$ cat src/rtl/fht_stream_io.sv
// fht_stream_io: streaming front/back end for the FHT core.
// Loads a frame of ADC samples into the banked core RAM, starts the core,
// waits for it to finish, then streams the result out in natural order.
//
// Handshakes: every stream moves one item on a cycle where its valid and
// ready are both high at the rising clock edge. A source holds valid and
// data stable until that edge. Ready may change freely and never depends
// combinationally on valid. The sample input is iVALID/oREADY and the result
// output is oVALID/iREADY.
//
// State encoding on dbg_state: 0 LOAD, 1 KICK, 2 RUN, 3 UNLOAD.
module fht_stream_io #(
    parameter int N_BANK   = 4,
    parameter int B_BIT    = 2,
    parameter int A_BIT    = 8,
    parameter int ADC_BIT  = 14,
    parameter int D_BIT    = 18,
    parameter int SIGN_EXT = 1
) (
    input  logic                    iCLK,
    input  logic                    iRESET,
    input  logic                    iVALID,
    input  logic [ADC_BIT-1:0]      iDATA,
    output logic                    oREADY,
    output logic [N_BANK-1:0]       oCORE_WE,
    output logic [D_BIT-1:0]        oCORE_DATA,
    output logic [A_BIT-1:0]        oCORE_ADDR_WR,
    output logic                    oCORE_START,
    input  logic                    iCORE_RDY,
    output logic [N_BANK*A_BIT-1:0] oCORE_ADDR_RD,
    input  logic [N_BANK*D_BIT-1:0] iCORE_DATA,
    output logic                    oVALID,
    output logic [D_BIT-1:0]        oDATA,
    output logic                    oLAST,
    input  logic                    iREADY,
    output logic                    oBUSY,
    output logic [1:0]              dbg_state
);

    // Frame index width: low B_BIT bits pick the bank, the rest is the address.
    localparam int C_BIT = B_BIT + A_BIT;
    // Frame size is a power of two, so the last index is all ones.
    localparam logic [C_BIT-1:0] LAST_IDX = '1;

    typedef enum logic [1:0] {
        ST_LOAD   = 2'd0,
        ST_KICK   = 2'd1,
        ST_RUN    = 2'd2,
        ST_UNLOAD = 2'd3
    } state_t;

    state_t state;
    state_t next_state;

    // Load side
    logic               ready_q;
    logic [C_BIT-1:0]   wr_cnt;
    logic [N_BANK-1:0]  we_q;
    logic [N_BANK-1:0]  we_hot;
    logic [A_BIT-1:0]   waddr_q;
    logic [D_BIT-1:0]   wdata_q;
    logic [D_BIT-1:0]   ext_data;
    logic               accept;
    logic               last_wr;

    // Core handshake
    logic               start_q;
    logic               seen_low;

    // Unload side: rd_idx has one extra bit so it can park at N without wrapping
    logic [C_BIT:0]     rd_idx;
    logic               rd_pend;
    logic [B_BIT-1:0]   rd_lane;
    logic [D_BIT-1:0]   lane_data;
    logic [C_BIT-1:0]   out_idx;
    logic [D_BIT-1:0]   fifo_mem [2];
    logic               fifo_wptr;
    logic               fifo_rptr;
    logic [1:0]         fifo_cnt;
    logic [1:0]         cnt_after_pop;
    logic               issue;
    logic               pop;
    logic               last_pop;

    assign accept  = (state == ST_LOAD) && iVALID && ready_q;
    assign last_wr = (wr_cnt == LAST_IDX);

    // Widen the raw sample to the core width, replicating the sign bit or padding with zeros.
    always_comb begin
        ext_data = '0;
        ext_data[ADC_BIT-1:0] = iDATA;
        for (int i = ADC_BIT; i < D_BIT; i++) begin
            ext_data[i] = (SIGN_EXT != 0) ? iDATA[ADC_BIT-1] : 1'b0;
        end
    end

    // One-hot bank enable for the sample about to be written.
    always_comb begin
        we_hot = '0;
        for (int k = 0; k < N_BANK; k++) begin
            we_hot[k] = (wr_cnt[B_BIT-1:0] == B_BIT'(k));
        end
    end

    // Pick the bank lane that was addressed on the previous cycle.
    always_comb begin
        lane_data = '0;
        for (int k = 0; k < N_BANK; k++) begin
            if (rd_lane == B_BIT'(k)) begin
                lane_data = iCORE_DATA[k*D_BIT +: D_BIT];
            end
        end
    end

    // Next state plus unload flow control. A read is issued only when the
    // FIFO has room for it counting the entry leaving this cycle, which keeps
    // one point per cycle flowing while never exceeding two entries.
    always_comb begin
        next_state    = state;
        pop           = 1'b0;
        last_pop      = 1'b0;
        issue         = 1'b0;
        cnt_after_pop = fifo_cnt;
        case (state)
            ST_LOAD: begin
                if (accept && last_wr) begin
                    next_state = ST_KICK;
                end
            end
            ST_KICK: begin
                next_state = ST_RUN;
            end
            ST_RUN: begin
                // Only a 0-then-1 transition seen inside RUN means the core finished.
                if (seen_low && iCORE_RDY) begin
                    next_state = ST_UNLOAD;
                end
            end
            ST_UNLOAD: begin
                pop           = oVALID && iREADY;
                last_pop      = pop && (out_idx == LAST_IDX);
                cnt_after_pop = fifo_cnt - {1'b0, pop};
                issue         = !rd_idx[C_BIT] &&
                                ((cnt_after_pop + {1'b0, rd_pend}) < 2'd2);
                if (last_pop) begin
                    next_state = ST_LOAD;
                end
            end
            default: begin
                next_state = ST_LOAD;
            end
        endcase
    end

    // State register.
    always_ff @(posedge iCLK or negedge iRESET) begin
        if (!iRESET) begin
            state <= ST_LOAD;
        end else begin
            state <= next_state;
        end
    end

    // Input ready is registered: high on every cycle the FSM sits in LOAD.
    always_ff @(posedge iCLK or negedge iRESET) begin
        if (!iRESET) begin
            ready_q <= 1'b0;
        end else begin
            ready_q <= (next_state == ST_LOAD);
        end
    end

    // Scatter each accepted sample to its bank one cycle after acceptance.
    always_ff @(posedge iCLK or negedge iRESET) begin
        if (!iRESET) begin
            wr_cnt  <= '0;
            we_q    <= '0;
            waddr_q <= '0;
            wdata_q <= '0;
        end else begin
            we_q <= '0;
            if (accept) begin
                we_q    <= we_hot;
                waddr_q <= wr_cnt[C_BIT-1:B_BIT];
                wdata_q <= ext_data;
                wr_cnt  <= last_wr ? '0 : wr_cnt + C_BIT'(1);
            end
        end
    end

    // Start strobe during the single RUN entry cycle; track a low RDY inside RUN.
    always_ff @(posedge iCLK or negedge iRESET) begin
        if (!iRESET) begin
            start_q  <= 1'b0;
            seen_low <= 1'b0;
        end else begin
            start_q  <= (state == ST_KICK);
            seen_low <= (state == ST_RUN) && (seen_low || !iCORE_RDY);
        end
    end

    // Read issue counter and the one-cycle in-flight marker for the core read.
    always_ff @(posedge iCLK or negedge iRESET) begin
        if (!iRESET) begin
            rd_idx  <= '0;
            rd_pend <= 1'b0;
            rd_lane <= '0;
        end else begin
            rd_pend <= issue;
            if (issue) begin
                rd_lane <= rd_idx[B_BIT-1:0];
            end
            if (last_pop) begin
                rd_idx <= '0;
            end else if (issue) begin
                rd_idx <= rd_idx + (C_BIT+1)'(1);
            end
        end
    end

    // Two-entry output FIFO: returning read data goes in, handshakes take it out.
    always_ff @(posedge iCLK or negedge iRESET) begin
        if (!iRESET) begin
            fifo_mem[0] <= '0;
            fifo_mem[1] <= '0;
            fifo_wptr   <= 1'b0;
            fifo_rptr   <= 1'b0;
            fifo_cnt    <= '0;
        end else begin
            if (rd_pend) begin
                fifo_mem[fifo_wptr] <= lane_data;
                fifo_wptr           <= ~fifo_wptr;
            end
            if (pop) begin
                fifo_rptr <= ~fifo_rptr;
            end
            case ({rd_pend, pop})
                2'b10:   fifo_cnt <= fifo_cnt + 2'd1;
                2'b01:   fifo_cnt <= fifo_cnt - 2'd1;
                default: fifo_cnt <= fifo_cnt;
            endcase
        end
    end

    // Output point counter, used to flag the last point of the frame.
    always_ff @(posedge iCLK or negedge iRESET) begin
        if (!iRESET) begin
            out_idx <= '0;
        end else if (pop) begin
            out_idx <= last_pop ? '0 : out_idx + C_BIT'(1);
        end
    end

    assign oREADY        = ready_q;
    assign oCORE_WE      = we_q;
    assign oCORE_DATA    = wdata_q;
    assign oCORE_ADDR_WR = waddr_q;
    assign oCORE_START   = start_q;
    assign oCORE_ADDR_RD = {N_BANK{rd_idx[C_BIT-1:B_BIT]}};
    assign oVALID        = (fifo_cnt != 2'd0);
    assign oDATA         = fifo_mem[fifo_rptr];
    assign oLAST         = oVALID && (out_idx == LAST_IDX);
    assign oBUSY         = (state != ST_LOAD);
    assign dbg_state     = state;

endmodule

$ cat config.mk
export PLATFORM = sky130hd
export DESIGN_NAME = fht_stream_io
export DESIGN_NICKNAME = d
export VERILOG_FILES = /design/src/rtl/fht_stream_io.sv
export SDC_FILE = /design/constraint.sdc
export NUM_CORES = 1
export LEC_CHECK = 0
export CORE_UTILIZATION = 50
export CTS_CLUSTER_SIZE = 40
export DETAILED_ROUTE_END_ITERATION = 8
export HOLD_SLACK_MARGIN = 0.1
export PLACE_DENSITY = 0.89
export SLEW_MARGIN = 20
export SYNTH_ARGS = -nofsm -noshare
export SYNTH_HDL_FRONTEND = slang
export SYNTH_SLANG_ARGS = --single-unit
$ cat constraint.sdc
create_clock -name iCLK -period 4.7 [get_ports iCLK]
set_input_delay 1.175 -clock iCLK [delete_from_list [all_inputs] [get_ports iCLK]]
set_output_delay 1.175 -clock iCLK [all_outputs]
set_load 0.02 [all_outputs]
==> run notes <==
Implementation numbers.

- In this run, CTS created clock tree buffers numbering 9.
- The library cell with the highest instance count after synthesis is dfrtp_1.
- Among all stages on the critical path, the maximum delay recorded is 0.93 ns.
- The leakage power figure is slightly below 3 nW.
- The proportion of power drawn by the clock network is just under 30%.
- Hold is met by 0.478 ns.
- The detailed-routed wire length on met3 is 804 um.
- Counting endpoints that fail hold in the final report gives 0.
- After filler insertion, the fill cell instance count of the layout stands at 744.
- The total of max-cap violations is 0.
- The H-tree was split into 3 levels.
- Non-clock buffers make up 25.3% of the layout cell area.
- The floorplan die area is 0.0109 sq mm.
- The chip area line in the Yosys stat output reads 0.00524 sq mm.
- The multi-input combinational cell count is 282.
- The internal portion of the total power is 1.57 mW.
- Summed over all failing endpoints, the final setup total negative slack is 0 ns.
- TritonCTS built the clock tree.
- The number of antenna repair diodes is 0.
- The worst setup path category is reg -> out.
- The worst path meets setup with 1.26 ns of slack.
- The switching power share of the total is ~29%.
- The layout summary lists the proportion of cells stronger than drive strength 1 as 17.3%.
- The worst supply voltage drop on vdd is 0.143 mV.
- Per the synth stats, the flop cell with the highest instance count is dfrtp_1.
- Yosys shows that the main logic family after synthesis is multiplexers.
- The count of final max-slew check failures is 0.
- The global routing report lists met3 layer usage as 5.45%.
- The largest fanout on the critical path is 19.
- Timing would allow up to between 200 and 300 MHz.
- The post-detailed-route DRC marker count is 0.
- The total instance count after detailed placement is roughly 710.
- The and-or/or-and share of the synthesized area is 1.74%.
- The gate-level netlist out of Yosys references 40 unique cell types.
- STA classifies the critical path startpoint as a register.
- The synthesized design spends more area on one cell type than any other, namely dfrtp_1.
- The net switching component of the power is 0.627 mW.
- The post-layout total power is about 2.2 mW.
- For this design, the CTS-stage hold fixing added 0 buffers.
- The number of cell instances after yosys synthesis is 450.
- Power attributed to sequential cells is around 1.0 mW.
- The highest-power group is sequential cells.
- The power in combinational cells is 0.522 mW.
- In the layout the commonest cells are clkdlybuf4s50_1, dfrtp_1, nand2_1, mux2_2, nor2_1.
- The final setup violation count is 0.
- Detailed placement ended at an HPWL of 8340 um.
- The average instance in the mapped netlist occupies approximately 12 sq um.
- The count of input and output buffers is 177.
- The proportion of synthesized area in mux cells is 20.0%.
- The post-synthesis simple-gate area fraction is 13.9%.
- The synthesis stat section lists a flop and latch total of 105.
- Measured against its own limit, the worst slew margin works out to between 30% and 40%.
- Per the final report, the share of cell area in clock cells is 3.22%.
- The clock slew at the register clock pins of the worst setup and hold paths is ~0.1 ns.
- The floorplan row count is 37.
- The number of nets handed over by synthesis was 549.
- The synthesized design contains 0 enable-type register cells.
- The count of inverters not on the clock network in the layout is 8.
- Setup repair after global routing left no endpoint under its margin.
- The transition time recorded at the tightest slew-check pin is 1.02 ns.
- The run finished with clean final reports.
- The logic area is 0.00223 sq mm.
- In the Yosys report, the sequential cells make up 50.1% of the chip area.
- Per the detail_route log, the uppermost layer with routed signals is met4.
- The fraction of post-synthesis cell area in the top cell type by area is 50.1%.
- The power drawn by the clock network is 0.635 mW.
- The area of all placed cells without fillers is 0.00708 sq mm.
- The final estimated routing congestion in global placement is 0.761.
- The total number of vias is 3,810.
- The synthesized netlist handed to floorplanning was reported with a cell count of 450.
- In the finished layout, the clock tree contains a buffer count of 10.
- After the last flow step, the layout net total stands at 685.
- After layout, the setup clock skew is reported as 0.0158 ns.
- The most frequent logic cell in the layout is clkdlybuf4s50_1.
- In the routed layout, each cell is associated on average with a via count of 5.24.
- Yosys reports that the most numerous cell types are dfrtp_1, nand2_1, mux2_2, buf_4, nor2_1.
- Overall routing resource usage recorded by global route was 22.1%.
- Dividing the detail-routed wire length by the instance count gives 15.9 um.
- The placement-stage worst setup slack is approximately 1.2 ns.
- The shortest clock period the worst path allows after layout is 3.44 ns.
- The main area contributors are dfrtp_1, mux2_2, mux4_2, nand2_1, buf_4.
- The number of warning messages in the yosys log is 0.
- The cell-mix breakdown from Yosys lists the adder-cell area share as 1.91%.
- The gate family responsible for the most delay along the worst path is flip-flops.
- The share of synthesized registers carrying an async set or reset is 100%.
- The final routed wirelength across all metal layers is 11,600 um.
- Before any placement, the netlist area is recorded as 0.00524 sq mm.
- The capturing element type of the critical path is an output pin.
- The fraction of cell area in multi-input combinational cells is reported as 31.5%.
- The count of TritonRoute iterations in the first routing pass is 4.
- In this run the layout overhead on the synthesized area is reported as 35.0%.
- The first-pass GRT wire length is 19,300 um.
- The share of total power dissipated in sequential elements is 47.4%.
- The flip-flop count of the largest register after layout is 36.
- The floorplan step records an initial core utilization of 51.2%.
- Entering global routing, the biggest net connects 67 pins.
## final timing paths
path / start / end / slack [ns] / cells past startpoint
setup / recovery: fifo_rptr$_DFFE_PN0P_ / oDATA[12] / 1.26 / 2
hold / removal: out_idx[9]$_DFFE_PN0P_ / out_idx[9]$_DFFE_PN0P_ / 0.48 / 1
setup reg to reg: fifo_cnt[1]$_DFFE_PN0P_ / rd_lane[1]$_DFFE_PN0P_ / 2.02 / 7
hold reg to reg: out_idx[9]$_DFFE_PN0P_ / out_idx[9]$_DFFE_PN0P_ / 0.48 / 1
max in group asynchronous: iRESET / fifo_mem[5]$_DFFE_PN0P_ / 2.76 / 2
min in group asynchronous: iRESET / rd_idx[9]$_DFFE_PN0P_ / 0.89 / 1
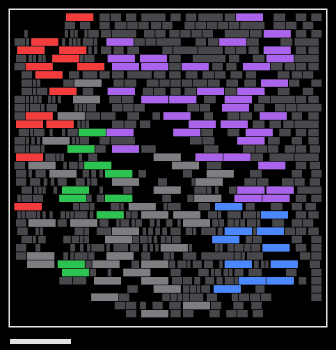
*Sequential cells grouped by signal name*
The bar under the picture is 20 um long.
`wr_cnt`: in green, flops 10. `fifo_mem`: in purple, flops 36. `rd_idx`: in blue, flops 11, where lower right. `oCORE_DATA`: in red, flops 14, where upper left.
core utilization of the finished layout: 69.2%
Flop area: 0.00263 sq mm

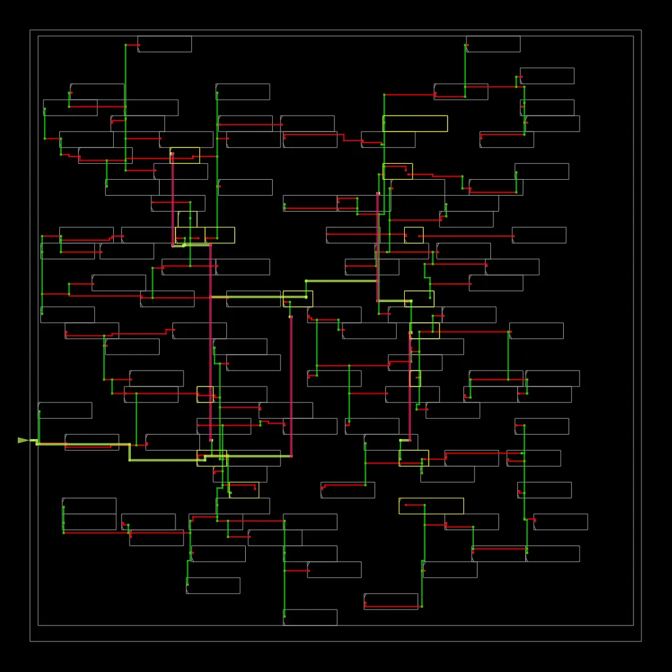
*Clock nets*
sequential cell count of the final layout: 105
insertion delay to the later sink of the worst-skew pair: 0.37 ns

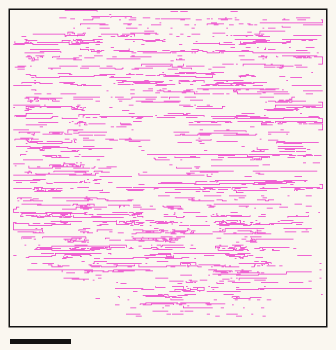
*M1 wires*
The bar under the picture is 20 um long.
The longest straight run is 33.1 um. The layer carries 4,700 um of wire. The wires run mostly horizontal. The layer holds 41% of the routed length.

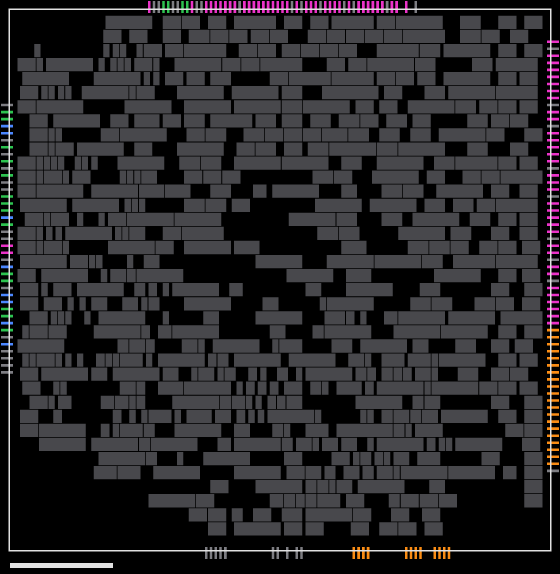
*I/O pins on the die edge*
The bar under the picture is 20 um long. Pins as bars across the die edge, other pins in gray.
`oCORE_ADDR_RD`: in orange, pins 32, direction output, edge 20 right, 12 bottom. `iCORE_DATA`: in magenta, pins 72, direction input, edge 37 top, 33 right, 2 left. `oCORE_ADDR_WR`: in blue, pins 8, direction output, edge left. `oCORE_DATA`: in green, pins 18, direction output, edge 14 left, 4 top.
All pins by edge: 62 right, 55 top, 39 left, 22 bottom.

Power figures rest on the tool's default switching activity, not on a simulated workload.
